--- src/rtl/npc_if.sv ---
// Fetch-side lookup and resolve-side training bus of the next-PC predictor.
interface npc_if;
  logic [29:0] if_pc;
  logic        hit;
  logic        pred_taken;
  logic [29:0] pred_target;
  logic        upd_valid;
  logic [29:0] upd_pc;
  logic [1:0]  upd_kind;
  logic        upd_taken;
  logic [29:0] upd_target;
  logic        upd_call;
  logic        flush;

  modport master (
    output if_pc, upd_valid, upd_pc, upd_kind, upd_taken, upd_target, upd_call, flush,
    input  hit, pred_taken, pred_target
  );
  modport slave (
    input  if_pc, upd_valid, upd_pc, upd_kind, upd_taken, upd_target, upd_call, flush,
    output hit, pred_taken, pred_target
  );
endinterface

--- src/rtl/npc_predictor.sv ---
// Direct-mapped BTB with 2-bit counters plus a circular return-address stack.
// Lookup is combinational from state; training lands on the next edge.
module npc_predictor #(
  parameter int ENTRIES   = 16,
  parameter int TAG_W     = 8,
  parameter int RAS_DEPTH = 4
) (
  input logic clk,
  input logic rst_n,
  npc_if.slave bus
);
  localparam int IDX_W = $clog2(ENTRIES);
  localparam int PTR_W = $clog2(RAS_DEPTH);

  localparam logic [1:0] K_BR  = 2'b00;
  localparam logic [1:0] K_RET = 2'b10;

  logic [ENTRIES-1:0]             valid;
  logic [ENTRIES-1:0][TAG_W-1:0]  tag;
  logic [ENTRIES-1:0][1:0]        kind;
  logic [ENTRIES-1:0][1:0]        ctr;
  logic [ENTRIES-1:0][29:0]       tgt;

  logic [RAS_DEPTH-1:0][29:0]     ras;
  logic [PTR_W-1:0]               top_ptr;
  logic [PTR_W:0]                 count;

  // lookup
  logic [IDX_W-1:0] l_idx;
  logic [TAG_W-1:0] l_tag;
  logic             l_hit;
  logic             l_taken;

  assign l_idx = bus.if_pc[IDX_W-1:0];
  assign l_tag = bus.if_pc[IDX_W+TAG_W-1:IDX_W];
  assign l_hit = valid[l_idx] && (tag[l_idx] == l_tag);

  always_comb begin
    l_taken = 1'b0;
    if (l_hit) begin
      case (kind[l_idx])
        K_BR:    l_taken = ctr[l_idx][1];
        K_RET:   l_taken = (count != '0);
        default: l_taken = 1'b1;
      endcase
    end
  end

  assign bus.hit         = l_hit;
  assign bus.pred_taken  = l_taken;
  assign bus.pred_target = !l_taken              ? 30'd0 :
                           (kind[l_idx] == K_RET) ? ras[top_ptr] : tgt[l_idx];

  // training
  logic [IDX_W-1:0] u_idx;
  logic [TAG_W-1:0] u_tag;
  logic             u_hit;
  logic             go;
  logic             is_br;
  logic             wr_meta;
  logic             wr_tgt;

  assign u_idx   = bus.upd_pc[IDX_W-1:0];
  assign u_tag   = bus.upd_pc[IDX_W+TAG_W-1:IDX_W];
  assign u_hit   = valid[u_idx] && (tag[u_idx] == u_tag);
  assign go      = bus.upd_valid && !bus.flush;
  assign is_br   = (bus.upd_kind == K_BR);
  assign wr_tgt  = go && (!is_br || bus.upd_taken);
  assign wr_meta = wr_tgt || (go && u_hit);

  generate
    if (IDX_W + TAG_W < 30) begin : g_hi
      logic unused_hi;
      assign unused_hi = ^{bus.if_pc[29:IDX_W+TAG_W], bus.upd_pc[29:IDX_W+TAG_W]};
    end
  endgenerate

  always_ff @(posedge clk or negedge rst_n) begin
    if (!rst_n) begin
      valid <= '0;
      ctr   <= '0;
    end else if (bus.flush) begin
      valid <= '0;
    end else if (bus.upd_valid) begin
      if (is_br) begin
        if (u_hit) begin
          if (bus.upd_taken) ctr[u_idx] <= (ctr[u_idx] == 2'b11) ? 2'b11 : ctr[u_idx] + 2'b01;
          else               ctr[u_idx] <= (ctr[u_idx] == 2'b00) ? 2'b00 : ctr[u_idx] - 2'b01;
        end else if (bus.upd_taken) begin
          valid[u_idx] <= 1'b1;
          ctr[u_idx]   <= 2'b10;
        end
      end else begin
        valid[u_idx] <= 1'b1;
        ctr[u_idx]   <= 2'b11;
      end
    end
  end

  // tag/kind/target need no reset: valid gates every use of them
  always_ff @(posedge clk) begin
    if (wr_meta) begin
      tag[u_idx]  <= u_tag;
      kind[u_idx] <= bus.upd_kind;
    end
    if (wr_tgt) tgt[u_idx] <= bus.upd_target;
  end

  // return-address stack
  logic             push;
  logic             pop;
  logic [29:0]      ret_addr;
  logic [PTR_W-1:0] ptr_inc;
  logic [PTR_W-1:0] ptr_dec;

  assign push     = go && bus.upd_call;
  assign pop      = go && (bus.upd_kind == K_RET);
  assign ret_addr = bus.upd_pc + 30'd2;
  assign ptr_inc  = top_ptr + PTR_W'(1);
  assign ptr_dec  = top_ptr - PTR_W'(1);

  always_ff @(posedge clk or negedge rst_n) begin
    if (!rst_n) begin
      top_ptr <= '0;
      count   <= '0;
    end else if (bus.flush) begin
      top_ptr <= '0;
      count   <= '0;
    end else if (push && !pop) begin
      // when full the slot past top is the oldest entry, so it is simply overwritten
      top_ptr <= ptr_inc;
      if (count != (PTR_W+1)'(RAS_DEPTH)) count <= count + (PTR_W+1)'(1);
    end else if (pop && !push && count != '0) begin
      top_ptr <= ptr_dec;
      count   <= count - (PTR_W+1)'(1);
    end
  end

  always_ff @(posedge clk) begin
    if (push && pop)  ras[top_ptr] <= ret_addr;
    else if (push)    ras[ptr_inc] <= ret_addr;
  end
endmodule

--- src/flat_wrapper.sv ---
// flat-port wrapper written by rule: the top's interface ports become plain ports
module npc_predictor_flat 
#(
  parameter int ENTRIES   = 16,
  parameter int TAG_W     = 8,
  parameter int RAS_DEPTH = 4
)
  (clk, rst_n, bus_if_pc, bus_upd_valid, bus_upd_pc, bus_upd_kind, bus_upd_taken, bus_upd_target, bus_upd_call, bus_flush, bus_hit, bus_pred_taken, bus_pred_target);
  npc_if bus_i ();
  input logic clk;
  input logic rst_n;
  input wire logic [$bits(bus_i.if_pc)-1:0] bus_if_pc;
  input wire logic [$bits(bus_i.upd_valid)-1:0] bus_upd_valid;
  input wire logic [$bits(bus_i.upd_pc)-1:0] bus_upd_pc;
  input wire logic [$bits(bus_i.upd_kind)-1:0] bus_upd_kind;
  input wire logic [$bits(bus_i.upd_taken)-1:0] bus_upd_taken;
  input wire logic [$bits(bus_i.upd_target)-1:0] bus_upd_target;
  input wire logic [$bits(bus_i.upd_call)-1:0] bus_upd_call;
  input wire logic [$bits(bus_i.flush)-1:0] bus_flush;
  output wire logic [$bits(bus_i.hit)-1:0] bus_hit;
  output wire logic [$bits(bus_i.pred_taken)-1:0] bus_pred_taken;
  output wire logic [$bits(bus_i.pred_target)-1:0] bus_pred_target;
  assign bus_i.if_pc = bus_if_pc;
  assign bus_i.upd_valid = bus_upd_valid;
  assign bus_i.upd_pc = bus_upd_pc;
  assign bus_i.upd_kind = bus_upd_kind;
  assign bus_i.upd_taken = bus_upd_taken;
  assign bus_i.upd_target = bus_upd_target;
  assign bus_i.upd_call = bus_upd_call;
  assign bus_i.flush = bus_flush;
  assign bus_hit = bus_i.hit;
  assign bus_pred_taken = bus_i.pred_taken;
  assign bus_pred_target = bus_i.pred_target;
  npc_predictor #(.ENTRIES(ENTRIES), .TAG_W(TAG_W), .RAS_DEPTH(RAS_DEPTH)) u_core (.clk(clk), .rst_n(rst_n), .bus(bus_i));
endmodule
--- config.mk ---
export PLATFORM = sky130hd
export DESIGN_NAME = npc_predictor_flat
export DESIGN_NICKNAME = d
export VERILOG_FILES = /design/src/rtl/npc_if.sv /design/src/rtl/npc_predictor.sv /design/src/flat_wrapper.sv
export SDC_FILE = /design/constraint.sdc
export NUM_CORES = 1
export LEC_CHECK = 0
export CORE_ASPECT_RATIO = 0.8
export CORE_MARGIN = 3
export CORE_UTILIZATION = 50
export DETAILED_ROUTE_END_ITERATION = 7
export PLACE_DENSITY = 0.76
export SLEW_MARGIN = 20
export SYNTH_ARGS = -nofsm -noshare
export SYNTH_HDL_FRONTEND = slang
export SYNTH_SLANG_ARGS = --single-unit
--- constraint.sdc ---
create_clock -name clk -period 4.6 [get_ports clk]
set_input_delay 0.69 -clock clk [delete_from_list [all_inputs] [get_ports clk]]
set_output_delay 0.69 -clock clk [all_outputs]
set_load 0.005 [all_outputs]
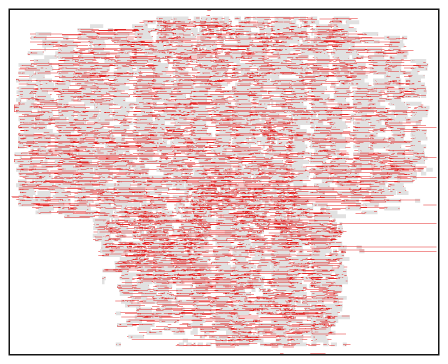
run_1/m1.png
share of all routed wire: 39%
main direction: horizontal

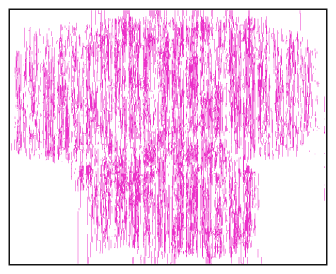
run_1/m2.png
longest straight run: 101 µm
share of all routed wire: 49%
Final Routed Wirelength: 83200 µm
DR vias: 18543
met2 track demand over resource: 37.5%

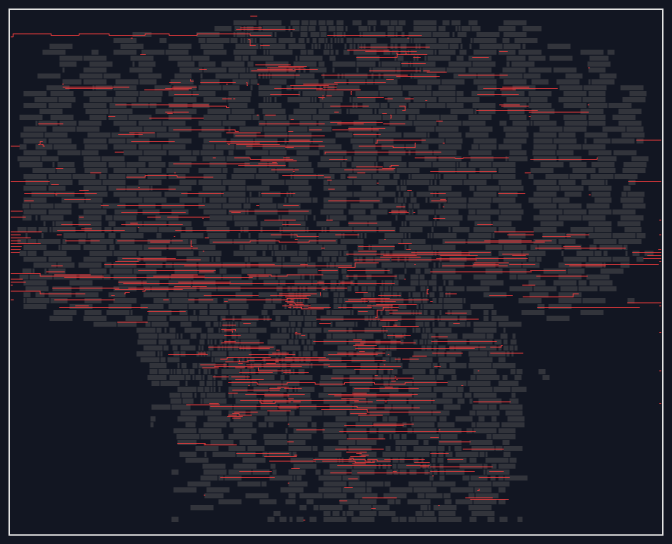
run_1/m3.png
nets with wire on the layer: 288
longest straight run: 125 µm
met3 global-route usage: 5.07%

## run 1: synth_stat cells (all sizes together), types with 2 or more instances
cell,number
edfxtp,760
mux4,271
nor2,190
mux2i,69
inv,61
clkbuf,57
dfrtp,53
buf,50
nand2,31
a22oi,25
o21ai,25
xnor2,25
nand3,24
mux2,17
nor2b,17
o22ai,17
xor2,17
a21oi,9
nand2b,8
nor3,8
and3,7
nand4,7
a31oi,5
and2,5
and4,5
ha,5
a211oi,4
a22o,4
a2111oi,3
nor4,3
or2,3
a21bo,2
a21o,2
clkinv,2
nand3b,2
or3,2
## run 1: timing repair
action / CTS / global route
hold buffers: 0 / 0
gates resized: 6 / 31
pin swaps: 3 / 2
gates cloned: 0 / 1
endpoints found under the setup margin: 30 / 29
setup buffers: 0 / 3
## run 1: worst max-delay path by stage
stage / start / end / slack (ns) / depth (start not counted)
finish: bus_if_pc[0] / bus_pred_target[12] / 0.1 / 12
global route: u_core.tag[122] / bus_pred_target[23] / -0.04 / 10
CTS: u_core.tag[90] / bus_pred_target[20] / 0.001 / 10
detailed placement: bus_if_pc[0] / bus_pred_target[4] / 0.03 / 14
global placement: bus_if_pc[0] / bus_pred_target[8] / 0.05 / 14
floorplan: bus_if_pc[0] / bus_pred_target[0] / 0.71 / 10
## run 1: logic make-up (layout without fill, tap and decap cells)
| group | count (synthesis) | in the layout | share of synthesized area (%) |
|---|---|---|---|
| other | 0 | 2 | 0 |
| buffers and inverters | 170 | 433 | 2.19 |
| AND/OR/NAND/NOR | 314 | 314 | 4.07 |
| flip-flops | 813 | 813 | 69.9 |
| adder cells (fa/ha/maj) | 6 | 6 | 0.239 |
| XOR/XNOR | 42 | 42 | 1.06 |
| multiplexers | 357 | 357 | 20.4 |
| AND-OR/OR-AND | 104 | 104 | 2.19 |
==> ds_physical_params.txt, run 1 <==
Summary of implementation characteristics

Parameter                              Value

Finish
  Gate Area    about 9900 µm²
  Count of filler cells inserted in the layout    slightly below 5000
  MI comb cells    between 800 and 900
  Seq area share    between 60 and 70%
  Number of clock buffers in the layout    about 100
  Buffers, non-clock    229
  Share of layout cells above drive strength 1    between 20 and 30%
  Leading cell type in the layout, fill and taps excluded    edfxtp_1
  Clock buffers and inverters, area share    under 10%
  Area-dominant cell class after layout    sequential cells
  Non-filler instance count after layout    2984
  Combinational share of cell area    24.6%

Power and ir drop
  Power Density    slightly below 400 nW/µm²
  Share of power burned in registers    between 50% and 60%
  Proportion of power drawn by combinational gates    under 10%
  Biggest power consumer among the groups    sequential cells
  Total sequential power    8.25 mW
  Post-layout power    roughly 16 mW
  Clock network power    between 6 and 7 mW

Setup path
  Endpoint of the worst register-to-register path    u_core.tag[30]
  Reg-to-Reg Start    u_core.tag[100]
  Required time of the worst setup path    just under 4 ns
  Number of cell instances on the worst register-to-register path    8
  Startpoint Class    input port
  Data arrival time at the worst-slack endpoint    approximately 3.8 ns
  List of cells traversed by the critical path    buf_8, buf_12, mux4_2, mux4_2, xnor2_1, nand4_1, nor4_2, buf_4, o21ai_4, buf_12, nor2_1, clkdlybuf4s50_1
  Slowest stage cell, crit path    mux4_2

Synthesis
  Post-synthesis async set-or-reset flop share    roughly 6.5%
  Distinct lib cells used    around 63
  Sequential fraction of the synthesis area    69.9%
  Cells in synth_stat.txt    between 1500 and 2000
  Yosys stat area    roughly 35000 µm²
  Synth top area share    about two thirds
  Syn Inst Count    between 1500 and 2000
  Number of flops mapped to enable cells by yosys    ~760
  Count of warnings emitted by yosys    0
  Main area contributors    edfxtp_1, mux4_2, dfrtp_1
  Net count entering floorplan    ~1900
  Flops & latches, synth    slightly above 800

Timing
  Final Hold Violating Endpoints    0
  Worst-case hold slack    about 0.2 ns
  Slew margin rel.    between 20% and 30%
  Final setup skew    around 0.015 ns
  Peak clock frequency supported by timing    roughly 0.22 GHz
  Final Worst Setup Slack    between 0.09 and 0.1 ns
  Worst-margin pin slew    roughly 1.1 ns

Drt
  Highest layer used for signal routing    met5
  Met2 wirelength from detailed routing    40800 µm
  DRC violations left    0
  Number of DRC markers in iteration 0    approximately 2100

Placed design
  Placed wire-length estimate    between 40000 and 50000 µm
  Count of port buffers added during placement    111
  Worst slack after detailed placement    around 0.027 ns
  Placed cell area    approximately 37000 µm²

Clock tree
  Clock slew at reported path FFs    approximately 0.060 ns
  Deepest clock path buffer count    3

Flow run
  Maximum Capacitance Violations    0

Global routing
  Met1 demand-to-capacity share in global routing    between 30% and 40%
  GR Overflow Total    0
  First-pass GRT wire length    roughly 120000 µm
  GRT Total Usage    between 20% and 30%

Floorplan
  Core Region    roughly 68000 µm²
  Share of the core filled by cells before placement    about half

Status
  Result of the run    finished, final reports clean
run_1/m4.png
Scale bar: 100 µm.
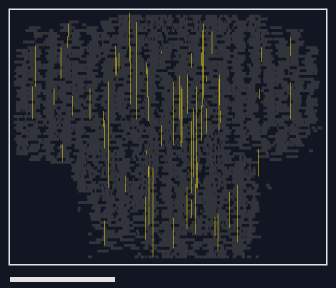

==> run 2, diff against run 1 <==
--- a/config.mk
+++ b/config.mk
@@ -9,8 +9,8 @@
 export CORE_MARGIN = 3
 export CORE_UTILIZATION = 50
 export DETAILED_ROUTE_END_ITERATION = 7
-export PLACE_DENSITY = 0.76
-export SLEW_MARGIN = 20
+export GPL_TIMING_DRIVEN = 0
+export PLACE_DENSITY = 0.79
 export SYNTH_ARGS = -nofsm -noshare
 export SYNTH_HDL_FRONTEND = slang
 export SYNTH_SLANG_ARGS = --single-unit
==> constraint.sdc (replaced) <==
create_clock -name clk -period 3.8 [get_ports clk]
set_input_delay 0.57 -clock clk [delete_from_list [all_inputs] [get_ports clk]]
set_output_delay 0.57 -clock clk [all_outputs]
set_load 0.005 [all_outputs]
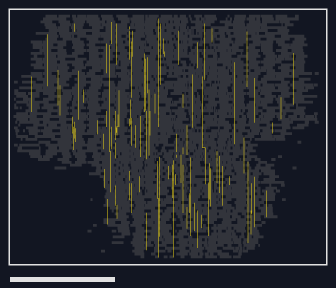
run_2/m4.png
Scale bar: 100 µm.
wire length on this layer: 3170 µm
share of all routed wire: 3.4%
longest straight run: 103 µm

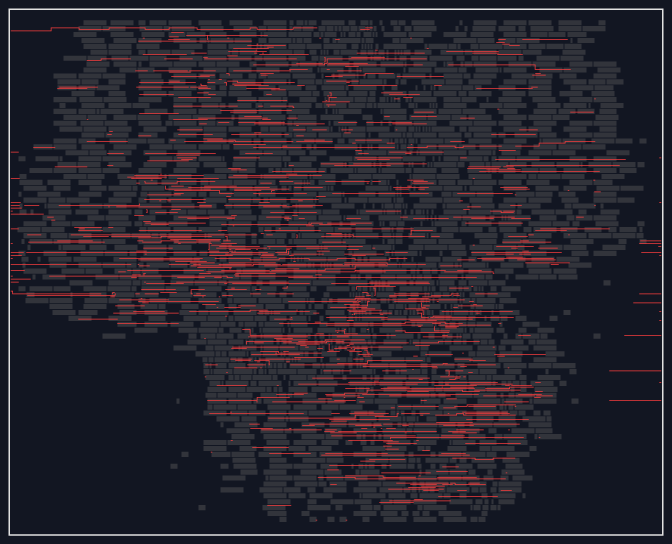
run_2/m3.png
nets with wire on the layer: 445
wire length on this layer: 10700 µm
longest straight run: 93.2 µm
share of all routed wire: 12%
DR vias: 19678
Final Routed Wirelength: 92400 µm
met3 global-route usage: 6.09%

==> run 2 against run 1 <==
  * The run now ends with setup timing left
  * Clock power up 25%
  * Flip-flop count unchanged
  * Core utilization up 1.1 points
  * Critical path type is now flip-flop to output port
==> ds_physical_params.txt, run 2 <==
Summary of implementation characteristics

Parameter                              Value

Status
  Result of the run    finished with violations
  Violations in the final reports    setup timing

Floorplan
  Share of the core filled by cells before placement    50.9% (unchanged)
  Core Region    67900 µm² (unchanged)

Placed design
  Placed cell area    37200 µm² (-0.60%)
  Worst slack after detailed placement    -2.72 ns (-2.74 ns)
  Placed wire-length estimate    56000 µm (+16%)
  Count of port buffers added during placement    106 (-4.5%)

Timing
  Setup-violating endpoint count in the final report    32
  Peak clock frequency supported by timing    0.236 GHz
  Slew margin rel.    15.1% (-11 points)
  Worst-margin pin slew    1.26 ns (+0.150 ns)
  Final Hold Violating Endpoints    0 (unchanged)
  Unrepaired setup endpoints after global routing    yes
  Final Worst Setup Slack    -0.443 ns (-0.542 ns)

Clock tree
  Post-CTS Resized    308 (+302)
  Clock slew at reported path FFs    0.06 ns (about the same)
  Number of buffers added to fix hold violations after cts    1 (+1)
  Deepest clock path buffer count    3 (unchanged)
  Post CTS Setup Buffer Count    33 (+33)

Setup path
  Startpoint Class    flip-flop
  Required time of the worst setup path    3.23 ns (-0.68 ns)

Synthesis
  Compound-Gate Fraction of Synth Area    2.19% (unchanged)
  Ranking of synthesized cells by instance count    edfxtp_1, mux4_2, nor2_1
  Post-synthesis share of cell area spent on xor and xnor gates    1.06% (unchanged)
  Count of warnings emitted by yosys    0 (unchanged)
  Number of flops mapped to enable cells by yosys    760 (unchanged)
  Syn Inst Count    1806 (unchanged)
  Adder-cell share of the synthesized area    0.239% (unchanged)
  Prevailing logic family in the synthesized netlist    multiplexers
  Distinct lib cells used    63 (unchanged)
  Flops & latches, synth    813 (unchanged)
  Yosys stat area    34600 µm² (unchanged)
  Post-synthesis async set-or-reset flop share    6.52% (unchanged)
  Mux area share    20.4% (unchanged)
  Net count entering floorplan    1910 (unchanged)
  Main area contributors    edfxtp_1, mux4_2, dfrtp_1
  Synth top area share    66.0% (unchanged)
  Cells in synth_stat.txt    1806 (unchanged)
  Average cell area after synthesis    19.1 µm²
  Area share of and/or/nand/nor cells after synthesis    4.07% (unchanged)
  Library cell with the highest instance count after synthesis    edfxtp_1
  Sequential fraction of the synthesis area    69.9% (unchanged)

Finish
  Share of layout cells above drive strength 1    31.3% (+4.4 points)
  Flip-flop count of the largest register after layout    approximately 480
  Leading cell type in the layout, fill and taps excluded    edfxtp_1
  Count of filler cells inserted in the layout    4642 (-3.9%)
  Non-filler instance count after layout    3032 (+1.6%)
  Gate Area    10100 µm² (+2.2%)

Global routing
  Met2 track demand over resource    41.1% (+3.6 points)
  GRT Total Usage    25.6% (+2.4 points)
  Maximum number of pins on one net before global-route repair    41
  First-pass GRT wire length    134000 µm (+9.0%)
  Met1 demand-to-capacity share in global routing    34.8% (+2.5 points)
  GR Overflow Total    0 (unchanged)

Drt
  Highest layer used for signal routing    met5
  DRC violations left    0 (unchanged)
  Detailed-route wire length on metal 1    33400 µm
  Met2 wirelength from detailed routing    45000 µm (+10%)
  Number of DRC markers in iteration 0    3222 (+54%)

Power and ir drop
  Proportion of power drawn by combinational gates    7.5% (+0.3 points)
  Power Density    471 nW/µm² (+21%)
  Static leakage    13.6 nW
  Share of power burned in registers    51.8% (-1.0 points)
  Post-layout power    19.3 mW (+23%)
==> run 2: cell counts after synthesis <==
Identical to the previous run, type by type.
==> run 2: worst paths after layout <==
check,to,from,cells past startpoint
worst max-delay path,bus_pred_target[0],u_core.tag[98],11
worst min-delay path,u_core.ctr[24],rst_n,2
worst max register to register,u_core.kind[27],u_core.tag[36],10
worst min register to register,u_core.ctr[4],u_core.ctr[4],1
max in group asynchronous,u_core.valid[3],rst_n,3
min in group clk,u_core.ctr[4],u_core.ctr[4],1
==> run 2: cell type report <==
type	instances	area share, %
flip-flops and latches	813	59.1
multi-input cells	823	24.7
clock buffers	101	5.27
repair buffers	162	4.47
well taps	913	2.80
plain buffers	106	1.87
clock inverters	48	1.05
inverters	63	0.689
diodes	3	0.0184
==> run 2: worst max-delay path, stage by stage, from the launching register on <==
cell,delay (ns)
edfxtp_1,0.39
mux4_2,0.48
mux4_2,0.54
xnor2_2,0.20
nand4_1,0.16
nor4_4,0.32
buf_6,0.18
o21ai_4,0.09
buf_12,0.16
buf_8,0.13
nor2_4,0.20
buf_2,0.15
==> run 2: per-stage QoR <==
stage,util (%),hold slack [ns]
floorplan,-,0.274
global placement,54.2,0.483
detailed placement,54.9,0.490
CTS,59.9,0.415
global route,60.2,0.431
finish,60.2,0.404
==> run 2: power by group through the flow <==
| stage | Clock (mW) | Combinational, mW | Sequential (mW) |
|---|---|---|---|
| 5_1_grt | 8.22 | 1.51 | 9.99 |
| 4_1_cts | 7.86 | 1.40 | 9.98 |
| 2_1_floorplan | 0 | 0.816 | 10.1 |
| 3_5_place_dp | 0 | 1.33 | 10.2 |
| 3_3_place_gp | 0 | 1.27 | 10.2 |
| 6_report | 7.84 | 1.44 | 9.98 |
run_2/m1.png
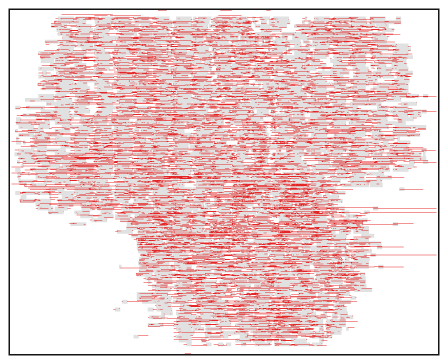

==> run 3, diff against run 2 <==
--- a/config.mk
+++ b/config.mk
@@ -6,7 +6,6 @@
 export NUM_CORES = 1
 export LEC_CHECK = 0
 export CORE_ASPECT_RATIO = 0.8
-export CORE_MARGIN = 3
 export CORE_UTILIZATION = 50
 export DETAILED_ROUTE_END_ITERATION = 7
 export GPL_TIMING_DRIVEN = 0
@@ -14,3 +13,4 @@
 export SYNTH_ARGS = -nofsm -noshare
 export SYNTH_HDL_FRONTEND = slang
 export SYNTH_SLANG_ARGS = --single-unit
+export TNS_END_PERCENT = 100
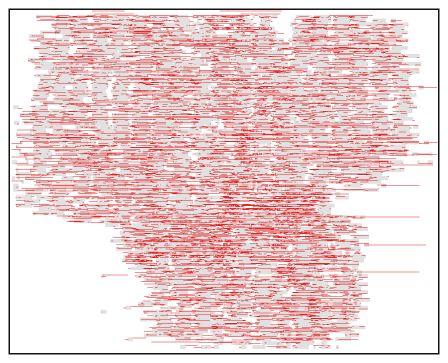
run_3/m1.png
share of all routed wire: 35%
wire length on this layer: 32.1 mm
main direction: horizontal
longest straight run: 66.2 µm
nets with wire on the layer: 2058

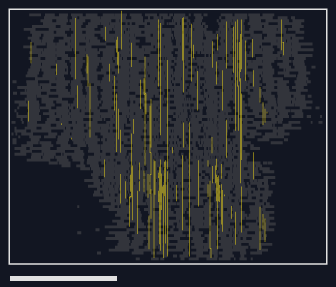
run_3/m4.png
Scale bar: 100 µm.
share of all routed wire: 4.4%
wire length on this layer: 3970 µm

==> run 3 against run 2 <==
  * The run ends with DRC, setup timing left
  * Count of clock-buffer cells in the layout decreased by 5
  * Wire length decreased by 2.1%
  * Final cell count is 0.36% lower
  * Clock power grew 1%
  * Largest cell class unchanged
==> ds_physical_params.txt, run 3 <==
Summary of implementation characteristics

Parameter                              Value

Status
  Result of the run    finished with violations
  Violations in the final reports    DRC, setup timing

Global routing
  First-pass GRT wire length    130000 µm (-2.7%)
  Maximum number of pins on one net before global-route repair    33 (-20%)
  GRT Total Usage    26.1% (+0.55 points)
  GR Overflow Total    0 (unchanged)

Finish
  Flip-flop count of the largest register after layout    480 (unchanged)
  Ant. Diodes    0 (-3)
  Non-filler instance count after layout    3021 (-0.36%)
  Leading cell type in the layout, fill and taps excluded    edfxtp_1
  Share of layout cells above drive strength 1    30.9% (-0.45 points)
  Final Util    60.0% (-0.16 points)

Synthesis
  Number of flops mapped to enable cells by yosys    760 (unchanged)
  Count of warnings emitted by yosys    0 (unchanged)
  Syn Inst Count    1806 (unchanged)
  Main area contributors    edfxtp_1, mux4_2, dfrtp_1
  Yosys stat area    34600 µm² (unchanged)
  Sequential fraction of the synthesis area    69.9% (unchanged)
  Distinct lib cells used    63 (unchanged)
  Post-synthesis async set-or-reset flop share    6.52% (unchanged)
  Library cell with the highest instance count after synthesis    edfxtp_1
  Cells in synth_stat.txt    1806 (unchanged)
  Ranking of synthesized cells by instance count    edfxtp_1, mux4_2, nor2_1
  Net count entering floorplan    1910 (unchanged)
  Average cell area after synthesis    19.1 µm² (unchanged)
  Synth top area share    66.0% (unchanged)

Drt
  Number of vias per cell    approximately 6.4
  Met2 wirelength from detailed routing    43000 µm (-4.5%)
  DRC violations left    1 (+1)
  Detailed-route wire length on metal 1    32100 µm (-4.0%)
  Final Routed Wirelength    90500 µm (-2.1%)
  Post-DR wirelength/cell    roughly 30 µm
  Number of DRC markers in iteration 0    2719 (-16%)
  Highest layer used for signal routing    met5

Floorplan
  Core Region    67900 µm² (unchanged)
  Vert. Die Dim    approximately 240 µm

Power and ir drop
  Internal power consumption    between 15 and 20 mW
  Power Density    474 nW/µm² (+0.62%)
  Static leakage    13.6 nW (-0.25%)
  Share of power burned in registers    51.6% (-0.2 points)
  Post-layout power    19.3 mW (+0.35%)

Placed design
  Worst slack after detailed placement    -2.50 ns (+0.215 ns)
  Placed cell area    37200 µm² (unchanged)
  Last weighted congestion value of the routability-driven placer    just over 0.9
  Placed wire-length estimate    56100 µm (about the same)

Timing
  Setup-violating endpoint count in the final report    32 (unchanged)
  Unrepaired setup endpoints after global routing    yes
  Final Hold Violating Endpoints    0 (unchanged)
  Worst-margin pin slew    1.35 ns (+0.0876 ns)
  Final Worst Setup Slack    -0.540 ns (-0.0969 ns)
  Slew margin rel.    9.18% (-5.9 points)
  Peak clock frequency supported by timing    0.230 GHz (-2.2%)
  Final setup skew    about 0.035 ns

Setup path
  Reg-to-Reg Start    u_core.tag[12]
  Worst setup path start    u_core.tag[106]
  Required time of the worst setup path    3.23 ns (about the same)
  Number of cell instances on the worst register-to-register path    8 (-2)
  Startpoint Class    flip-flop
  Endpoint of the worst register-to-register path    u_core.tag[20]

Clock tree
  Post-CTS Resized    174 (-44%)
  Post CTS Setup Buffer Count    19 (-42%)
  Deepest clock path buffer count    3 (unchanged)
  Number of buffers added to fix hold violations after cts    1 (unchanged)
[run 3: layer usage]
| metal | GRT usage [%] | vias to the layer above |
|---|---|---|
| met5 | 0 | - |
| li1 | - | 7783 |
| met4 | 11.1 | 6 |
| met1 | 34.0 | 9965 |
| met2 | 40.7 | 1393 |
| met3 | 8.20 | 266 |
[run 3: cells by family after synthesis]
family                     count (synthesis)  synth area share (%)
DFF                                      813                  69.9
adders and majority gates                  6                 0.239
buffers and inverters                    170                  2.19
AOI/OAI and AO/OA                        104                  2.19
muxes                                    357                  20.4
xor gates and xnor gates                  42                  1.06
and+or+nand+nor                          314                  4.07
[run 3: cell type report]
class                           count  area (µm²)
Fill cell                        4668       27100
Sequential cell                   813       24100
Multi-Input combinational cell    823       10100
Clock buffer                       96        2030
Timing Repair Buffer              163        1750
Tap cell                          913        1140
Buffer                            107         759
Clock inverter                     43         569
Inverter                           63         278
[run 3: how the worst max path moves through the flow]
stage,endpoint,slack [ns],cells after the start
CTS,bus_pred_target[7],-0.77,10
floorplan,bus_pred_target[0],0.15,10
detailed placement,bus_pred_target[0],-2.50,12
finish,bus_pred_target[0],-0.54,11
global placement,u_core.tgt[175],-2.75,9
global route,bus_pred_target[0],-0.59,11
[run 3: critical path: stages (launching register included)]
cell	delay (ns)
edfxtp_1	0.41
mux4_2	0.47
mux4_2	0.53
xnor2_2	0.22
nand4_1	0.22
nor4_4	0.33
buf_6	0.17
o21ai_4	0.12
buf_12	0.17
buf_6	0.11
nor2_4	0.20
buf_2	0.15
[run 3: power groups by stage]
stage,logic [mW],clock network (mW),registers [mW]
finish,1.43,7.92,9.98
global route,1.49,8.30,9.99
CTS,1.39,7.95,9.98
detailed placement,1.33,0,10.2
global placement,1.27,0,10.2
floorplan,0.816,0,10.1
Power figures rest on the tool's default switching activity, not on a simulated workload.
